<file path="src/rtl/sisc_mem_arb.sv">
// Shares one single-port memory between SISC instruction fetch and load/store.
// One access at a time; load/store has priority, bounded by a starvation streak.
module sisc_mem_arb #(
    parameter int ADDR_W     = 16,
    parameter int DATA_W     = 32,
    parameter int MEM_LAT    = 1,
    parameter int STARVE_MAX = 4
) (
    input  logic              clk,
    input  logic              rst_f,
    input  logic              if_req,
    input  logic [ADDR_W-1:0] if_addr,
    output logic [DATA_W-1:0] if_rdata,
    output logic              if_ack,
    input  logic              ls_req,
    input  logic              ls_we,
    input  logic [ADDR_W-1:0] ls_addr,
    input  logic [DATA_W-1:0] ls_wdata,
    output logic [DATA_W-1:0] ls_rdata,
    output logic              ls_ack,
    output logic              mem_en,
    output logic              mem_we,
    output logic [ADDR_W-1:0] mem_addr,
    output logic [DATA_W-1:0] mem_wdata,
    input  logic [DATA_W-1:0] mem_rdata,
    output logic [1:0]        grant
);

    localparam int STREAK_W = $clog2(STARVE_MAX + 1);
    localparam int LAT_W    = $clog2(MEM_LAT + 1);

    localparam logic [1:0] GRANT_NONE = 2'b00;
    localparam logic [1:0] GRANT_IF   = 2'b01;
    localparam logic [1:0] GRANT_LS   = 2'b10;

    typedef enum logic [1:0] {
        IDLE,
        ACCESS,
        WAIT,
        RESP
    } state_t;

    state_t              state_q, state_d;
    logic [1:0]          grant_q, grant_d;
    logic                mem_en_q, mem_en_d;
    logic                mem_we_q, mem_we_d;
    logic [ADDR_W-1:0]   mem_addr_q, mem_addr_d;
    logic [DATA_W-1:0]   mem_wdata_q, mem_wdata_d;
    logic [DATA_W-1:0]   if_rdata_q, if_rdata_d;
    logic [DATA_W-1:0]   ls_rdata_q, ls_rdata_d;
    logic                if_ack_q, if_ack_d;
    logic                ls_ack_q, ls_ack_d;
    logic [STREAK_W-1:0] streak_q, streak_d;
    logic [LAT_W-1:0]    lat_q, lat_d;

    logic streak_full;
    logic pick_if;

    assign streak_full = (streak_q == STREAK_W'(STARVE_MAX));
    // Fetch only beats a concurrent load/store once the streak has saturated.
    assign pick_if     = if_req && (!ls_req || streak_full);

    always_comb begin
        state_d     = state_q;
        grant_d     = grant_q;
        mem_en_d    = 1'b0;
        mem_we_d    = mem_we_q;
        mem_addr_d  = mem_addr_q;
        mem_wdata_d = mem_wdata_q;
        if_rdata_d  = if_rdata_q;
        ls_rdata_d  = ls_rdata_q;
        if_ack_d    = 1'b0;
        ls_ack_d    = 1'b0;
        streak_d    = streak_q;
        lat_d       = lat_q;

        case (state_q)
            IDLE: begin
                if (if_req || ls_req) begin
                    mem_en_d = 1'b1;
                    state_d  = ACCESS;
                    if (pick_if) begin
                        grant_d    = GRANT_IF;
                        mem_we_d   = 1'b0;
                        mem_addr_d = if_addr;
                        streak_d   = '0;
                    end else begin
                        grant_d     = GRANT_LS;
                        mem_we_d    = ls_we;
                        mem_addr_d  = ls_addr;
                        mem_wdata_d = ls_wdata;
                        if (if_req && !streak_full) begin
                            streak_d = streak_q + STREAK_W'(1);
                        end
                    end
                end
            end
            ACCESS: begin
                lat_d   = LAT_W'(MEM_LAT);
                state_d = WAIT;
            end
            WAIT: begin
                lat_d = lat_q - LAT_W'(1);
                if (lat_q == LAT_W'(1)) begin
                    state_d = RESP;
                    if (grant_q == GRANT_IF) begin
                        if_rdata_d = mem_rdata;
                        if_ack_d   = 1'b1;
                    end else begin
                        if (!mem_we_q) begin
                            ls_rdata_d = mem_rdata;
                        end
                        ls_ack_d = 1'b1;
                    end
                end
            end
            RESP: begin
                grant_d = GRANT_NONE;
                state_d = IDLE;
            end
            default: state_d = IDLE;
        endcase
    end

    always_ff @(posedge clk) begin
        if (rst_f) begin
            state_q     <= IDLE;
            grant_q     <= GRANT_NONE;
            mem_en_q    <= 1'b0;
            mem_we_q    <= 1'b0;
            mem_addr_q  <= '0;
            mem_wdata_q <= '0;
            if_rdata_q  <= '0;
            ls_rdata_q  <= '0;
            if_ack_q    <= 1'b0;
            ls_ack_q    <= 1'b0;
            streak_q    <= '0;
            lat_q       <= '0;
        end else begin
            state_q     <= state_d;
            grant_q     <= grant_d;
            mem_en_q    <= mem_en_d;
            mem_we_q    <= mem_we_d;
            mem_addr_q  <= mem_addr_d;
            mem_wdata_q <= mem_wdata_d;
            if_rdata_q  <= if_rdata_d;
            ls_rdata_q  <= ls_rdata_d;
            if_ack_q    <= if_ack_d;
            ls_ack_q    <= ls_ack_d;
            streak_q    <= streak_d;
            lat_q       <= lat_d;
        end
    end

    assign grant     = grant_q;
    assign mem_en    = mem_en_q;
    assign mem_we    = mem_we_q;
    assign mem_addr  = mem_addr_q;
    assign mem_wdata = mem_wdata_q;
    assign if_rdata  = if_rdata_q;
    assign ls_rdata  = ls_rdata_q;
    assign if_ack    = if_ack_q;
    assign ls_ack    = ls_ack_q;

endmodule

</file>
<file path="config.mk">
export PLATFORM = sky130hd
export DESIGN_NAME = sisc_mem_arb
export DESIGN_NICKNAME = d
export VERILOG_FILES = /design/src/rtl/sisc_mem_arb.sv
export SDC_FILE = /design/constraint.sdc
export NUM_CORES = 1
export LEC_CHECK = 0
export ABC_AREA = 1
export CAP_MARGIN = 30
export CORE_ASPECT_RATIO = 2
export CORE_MARGIN = 5
export CORE_UTILIZATION = 40
export CTS_CLUSTER_DIAMETER = 120
export DETAILED_ROUTE_END_ITERATION = 6
export GPL_TIMING_DRIVEN = 0
export PLACE_DENSITY = 0.81
export SLEW_MARGIN = 20
export SYNTH_ARGS = -nofsm -noshare
export SYNTH_HDL_FRONTEND = slang
export SYNTH_SLANG_ARGS = --single-unit
</file>
<file path="constraint.sdc">
create_clock -name clk -period 2.35 [get_ports clk]
set_input_delay 0.47 -clock clk [delete_from_list [all_inputs] [get_ports clk]]
set_output_delay 0.47 -clock clk [all_outputs]
set_load 0.005 [all_outputs]
</file>
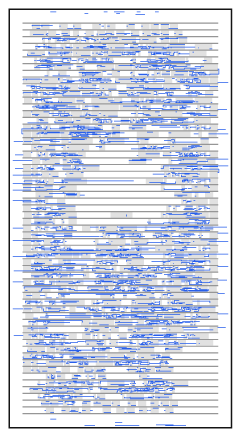
(images/layer_met1.png)
Supply wires on this layer in gray. Cells faint in the background.
wire length on this layer: 5530 um
nets with wire on the layer: 902
share of all routed wire: 34%
longest straight run: 31.7 um
main direction: horizontal

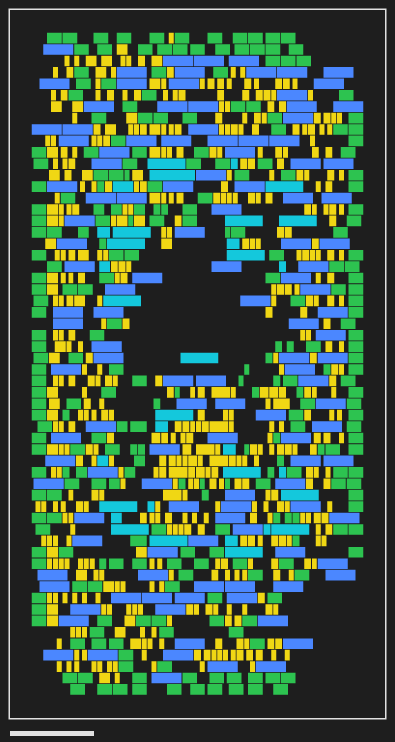
(images/placement_by_type.png)
Scale bar: 20 um.
[yellow] combinational and other logic | cells: 493 | share of their area: 29%
[blue] flops | cells: 124 | share of their area: 32%
[green] other buffers and delay cells | cells: 264 | share of their area: 31%
[cyan] clock drivers and dummy loads | cells: 32 | share of their area: 7.2%

==> results.py <==
# Auto-generated metrics
metrics = {
    "power": {
        "seq-power_mw": 2.64,
        "power.total_mw": 7.39,
        "leakage_nw": 3.25,
        "pwr_density_cell_nw_per_um2": 929,
        "top_power_group": "sequential cells",
        "seq_power_share_pct": 35.8,
    },
    "worst_hold_path": {
        "worstHoldStart": "rst_f",
    },
    "floorplanning": {
        "rows": 58,
        "fp-utilization_pct": 40.3,
        "die_w_um": 89.3,
        "die.size.y_um": 169,
    },
    "yosys": {
        "top_logic_kind": "simple AND/OR/NAND/NOR gates",
        "syn-num-nets": 771,
        "ys_ff": 124,
        "xor_share_pct": 0,
        "syn_area_um2": 5030,
        "ys_chip_area_um2": 5030,
        "ys.flop_type": "dfxtp_1",
        "yosys_warnings": 0,
        "most_common_cell": "nor2_1",
        "yosys-top-cells-count": "nor2_1 (132), dfxtp_1 (124), nand2_1 (121)",
        "ys_cells": 664,
        "yosysTopAreaCellShare_pct": 49.4,
    },
    "cells_and_area": {
        "nMultiInputCombCells": 467,
        "final-comb-area_um2": 2190,
        "largest_class": "registers",
        "drive_above_1_share_pct": 8.76,
        "nClkBuffers": 18,
        "layout.nets": 1007,
        "flop_area_um2": 2480,
        "clock_area_share_pct": 7.05,
        "fillCellCount": 1078,
        "nNonClkInverters": 26,
        "flops": 124,
    },
    "timing": {
        "setup_tns_ns": 0,
        "slew_viol_final": 0,
        "hold_slack_ns": 0.453,
        "fmax_ghz": 0.552,
        "min_period_ns": 1.81,
    },
    "critical_path": {
        "arrival_ns": 1.34,
        "startpoint": "grant[0]",
        "path_buffers": 1,
        "cp-start-kind": "register",
        "critical-path-max-stage-delay_ns": 0.54,
        "r2r_setup_slack_ns": 0.70,
        "cp_cell_sequence": "clkdlybuf4s50_1",
    },
    "clock_network": {
        "clkTransAtPathRegs_ns": 0.06,
        "clock-sinks": 124,
        "clk_latency_ns": 0.41,
        "cts_tree": "built",
        "cts_setup_buffers": 0,
        "root_buffer": "clkbuf_16",
    },
    "global_routing": {
        "grt_use_met3_pct": 5.55,
        "grt.busiest_layer": "met2",
        "grtUsageMet2_pct": 41.4,
    },
    "run_status": {
        "outcome": "finished, final reports clean",
    },
    "run": {
        "maxCapViolCount": 0,
    },
    "routing": {
        "wl_um": 16400,
        "ant_nets": 0,
        "avgRoutedWirePerCell_um": 15.4,
        "drt_iter0_drc": 178,
    },
    "placement": {
        "dp_hpwl_um": 12700,
        "postPlaceCellArea_um2": 7390,
        "place_inst": 1031,
        "place_congestion": 0.872,
    },
}
No activity file was given, so power comes from the tool's default toggle rates.
